`src/rtl/mux_nto1_stream.sv`:
```
// N:1 valid/ready stream multiplexer with a registered output stage.
// Arbitration is round-robin, fixed-priority or externally selected.
module mux_nto1_stream #(
  parameter int NUM_CH = 4,
  parameter int WIDTH  = 8,
  parameter int MODE   = 0,
  localparam int SEL_W = $clog2(NUM_CH)
) (
  input  logic                    clk_i,
  input  logic                    rst_i,
  input  logic [NUM_CH-1:0]       valid_i,
  input  logic [NUM_CH*WIDTH-1:0] data_i,
  output logic [NUM_CH-1:0]       ready_o,
  input  logic [SEL_W-1:0]        sel_i,
  output logic                    valid_o,
  output logic [WIDTH-1:0]        data_o,
  output logic [SEL_W-1:0]        grant_o,
  input  logic                    ready_i
);

  logic             load;
  logic             win_vld;
  logic [SEL_W-1:0] win;
  logic [SEL_W-1:0] ptr;
  logic [SEL_W-1:0] ptr_nxt;
  logic             xfer;
  logic             unused_sel;

  assign unused_sel = ^sel_i;

  assign load = !valid_o || ready_i;
  assign xfer = load && win_vld && !rst_i;

  // Round-robin: lowest offset from the pointer wins, so scan offsets
  // from high to low and let the last hit stand.
  function automatic logic [SEL_W:0] rr_pick(
    input logic [NUM_CH-1:0] v,
    input logic [SEL_W-1:0]  p
  );
    logic [SEL_W:0] res;
    int unsigned    j;
    res = '0;
    for (int i = NUM_CH - 1; i >= 0; i--) begin
      j = (int'(p) + i) % NUM_CH;
      if (v[j]) res = {1'b1, SEL_W'(j)};
    end
    return res;
  endfunction

  function automatic logic [SEL_W:0] fp_pick(
    input logic [NUM_CH-1:0] v
  );
    logic [SEL_W:0] res;
    res = '0;
    for (int i = NUM_CH - 1; i >= 0; i--) begin
      if (v[i]) res = {1'b1, SEL_W'(i)};
    end
    return res;
  endfunction

  function automatic logic [SEL_W:0] es_pick(
    input logic [NUM_CH-1:0] v,
    input logic [SEL_W-1:0]  s
  );
    logic [SEL_W:0] res;
    res = '0;
    for (int i = 0; i < NUM_CH; i++) begin
      if (int'(s) == i && v[i]) res = {1'b1, SEL_W'(i)};
    end
    return res;
  endfunction

  always_comb begin
    win_vld = 1'b0;
    win     = '0;
    if (MODE == 0) begin
      {win_vld, win} = rr_pick(valid_i, ptr);
    end else if (MODE == 1) begin
      {win_vld, win} = fp_pick(valid_i);
    end else begin
      {win_vld, win} = es_pick(valid_i, sel_i);
    end
  end

  always_comb begin
    ready_o = '0;
    for (int k = 0; k < NUM_CH; k++) begin
      if (!rst_i && load && win_vld && int'(win) == k) ready_o[k] = 1'b1;
    end
  end

  always_comb begin
    ptr_nxt = ptr;
    if (MODE == 0 && xfer) begin
      if (int'(win) == NUM_CH - 1) ptr_nxt = '0;
      else                         ptr_nxt = win + 1'b1;
    end
  end

  always_ff @(posedge clk_i or posedge rst_i) begin
    if (rst_i) begin
      ptr <= '0;
    end else begin
      ptr <= ptr_nxt;
    end
  end

  always_ff @(posedge clk_i or posedge rst_i) begin
    if (rst_i) begin
      valid_o <= 1'b0;
      data_o  <= '0;
      grant_o <= '0;
    end else if (load) begin
      valid_o <= win_vld;
      if (win_vld) begin
        data_o  <= data_i[int'(win)*WIDTH +: WIDTH];
        grant_o <= win;
      end
    end
  end

endmodule

```
`config.mk`:
```
export PLATFORM = sky130hd
export DESIGN_NAME = mux_nto1_stream
export DESIGN_NICKNAME = d
export VERILOG_FILES = /design/src/rtl/mux_nto1_stream.sv
export SDC_FILE = /design/constraint.sdc
export NUM_CORES = 1
export LEC_CHECK = 0
export CELL_PAD_IN_SITES_DETAIL_PLACEMENT = 1
export CELL_PAD_IN_SITES_GLOBAL_PLACEMENT = 1
export CORE_MARGIN = 8
export CORE_UTILIZATION = 35
export DETAILED_ROUTE_END_ITERATION = 8
export DONT_BUFFER_PORTS = 1
export GPL_ROUTABILITY_DRIVEN = 0
export PLACE_DENSITY_LB_ADDON = 0.1
export SYNTH_ARGS = -nofsm -noshare
export SYNTH_HDL_FRONTEND = slang
export SYNTH_SLANG_ARGS = --single-unit
export TNS_END_PERCENT = 50
```
`constraint.sdc`:
```
create_clock -name clk_i -period 3.8 [get_ports clk_i]
set_clock_uncertainty 0.05 [all_clocks]
set_input_delay 0.76 -clock clk_i [delete_from_list [all_inputs] [get_ports clk_i]]
set_output_delay 0.76 -clock clk_i [all_outputs]
set_load 0.005 [all_outputs]
```
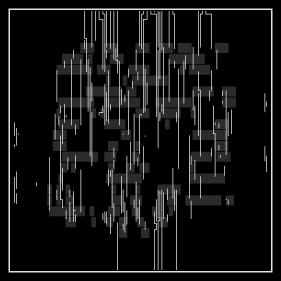
*M2 wires, run 1*
(4 px per um) Cells faint in the background.
116 nets have wire on it. The wires run mostly vertical. The longest straight run is 25.7 um. The layer holds 46% of the routed length. The layer carries 1100 um of wire.

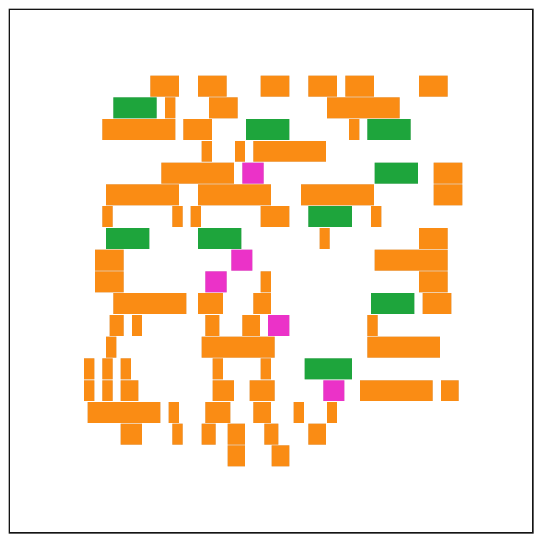
*Sizing map, run 1*
(8 px per um)
Key: drive 1 or less = orange [cells 71, share 84%]; drive 2 = green [cells 9, share 11%]; drive 3 to 4 = magenta [cells 5, share 5.9%]

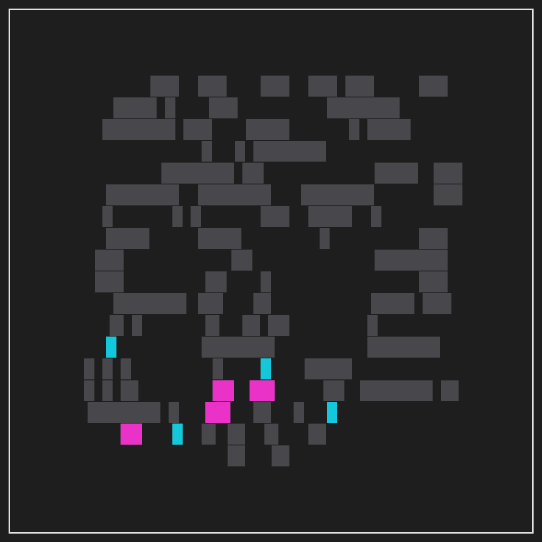
*Gate families picked out, run 1*
(8 px per um)
Key: inverters = cyan [cells 4]; AND-OR and OR-AND gates = magenta [cells 4, where bottom middle]

==> flow_summary_export.csv, run 1 <==
group,metric,value,unit
critical_path,cp_slowest_cell,"nor2_1",
power,swShare,37.77,%
power,powerDensity,553.7,nW/um^2
final_layout,seq-cell-share,35.96,%
final_layout,lay_top_cells,"16 x mux2i_1, 13 x dfrtp_1, 12 x nand2_1",
logic_synthesis,ys_ff,13,
critical_path,cp.buffers_inverters,1,
logic_synthesis,netlist_area,849.6,um^2
drt,wl_per_cell,20.83,um
grt,grt_pass1_wl,3684,um
cts,cts.path.max_buffers,2,
grt,gr-usage-met2,17.34,%
critical_path,required,2.99,ns
final_layout,n_fill_cell,286,
cts,cts_sinks,13,
floorplanning,dieArea,4260,um^2
sta,slew_violations,0,
power,p_comb,0.192,mW
critical_path,start_kind,"primary input",
logic_synthesis,ys_top_cells_by_count,"16 x mux2i_1, 13 x dfrtp_1, 12 x nand2_1",
sta,setup_ws,1.248,ns
placement,place_area,878.3,um^2
cts,clkLatencyLatePin,0.27,ns
drt,routed_wirelength,2396,um
run_status,outcome,"finished, final reports clean",
final_layout,buffers,2,
logic_synthesis,synthAoiAreaFrac,22.97,%
grt,grt_max_degree,16,
logic_synthesis,synthArstFlopShare,100.0,%
### Congestion heat map, run 1

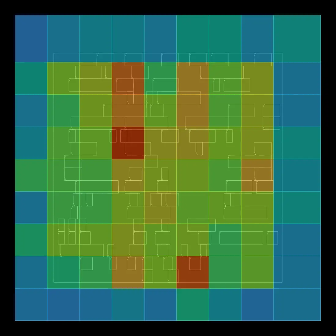

==> run 1 -> run 2 <==
Clock period 3.8 ns to 2.53 ns, I/O delays scaled along.
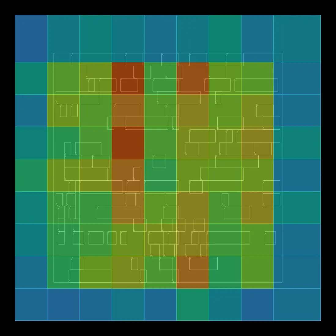
*Congestion heat map, run 2*
total track usage: 11.46%
Final Util: 39.05%

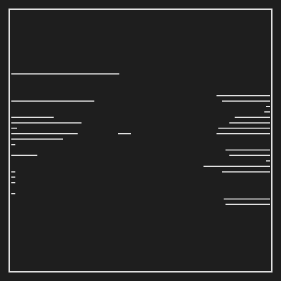
*Signal wires on met3, run 2*
(4 px per um)
The layer holds 11% of the routed length. The wires run mostly horizontal. 28 nets have wire on it. The layer carries 260 um of wire.

==> flow_summary_export.csv, run 2 <==
group,metric,value,unit
run_status,outcome,"finished, final reports clean",
cts,clkLatencyLatePin,0.28,ns
logic_synthesis,ys_top_cells_by_count,"16 x mux2i_1, 13 x dfrtp_1, 12 x nand2_1",
placement,place_area,905.9,um^2
sta,setup_ws,0.3004,ns
floorplanning,dieArea,4260,um^2
power,swShare,37.77,%
final_layout,buffers,4,
logic_synthesis,synthArstFlopShare,100.0,%
critical_path,cp.buffers_inverters,1,
critical_path,required,1.97,ns
sta,slew_violations,0,
cts,cts.path.max_buffers,2,
grt,grt_pass1_wl,3753,um
drt,routed_wirelength,2302,um
grt,grt_max_degree,15,
final_layout,lay_top_cells,"16 x mux2i_1, 13 x dfrtp_1, 12 x nand2_1",
critical_path,cp_slowest_cell,"dfrtp_1",
cts,cts_sinks,13,
logic_synthesis,ys_ff,13,
final_layout,n_fill_cell,283,
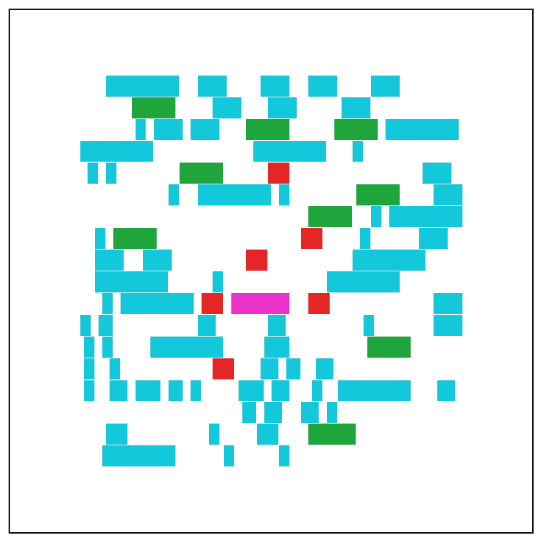
*Sizing map, run 2*
(8 px per um)
Key: drive 6 and up = magenta [cells 1, share 1.1%]; drive 2 = green [cells 9, share 10%]; drive 1 or less = cyan [cells 71, share 82%]; drive 3 to 4 = red [cells 6, share 6.9%]

Power is estimated from default activity; no workload was simulated.
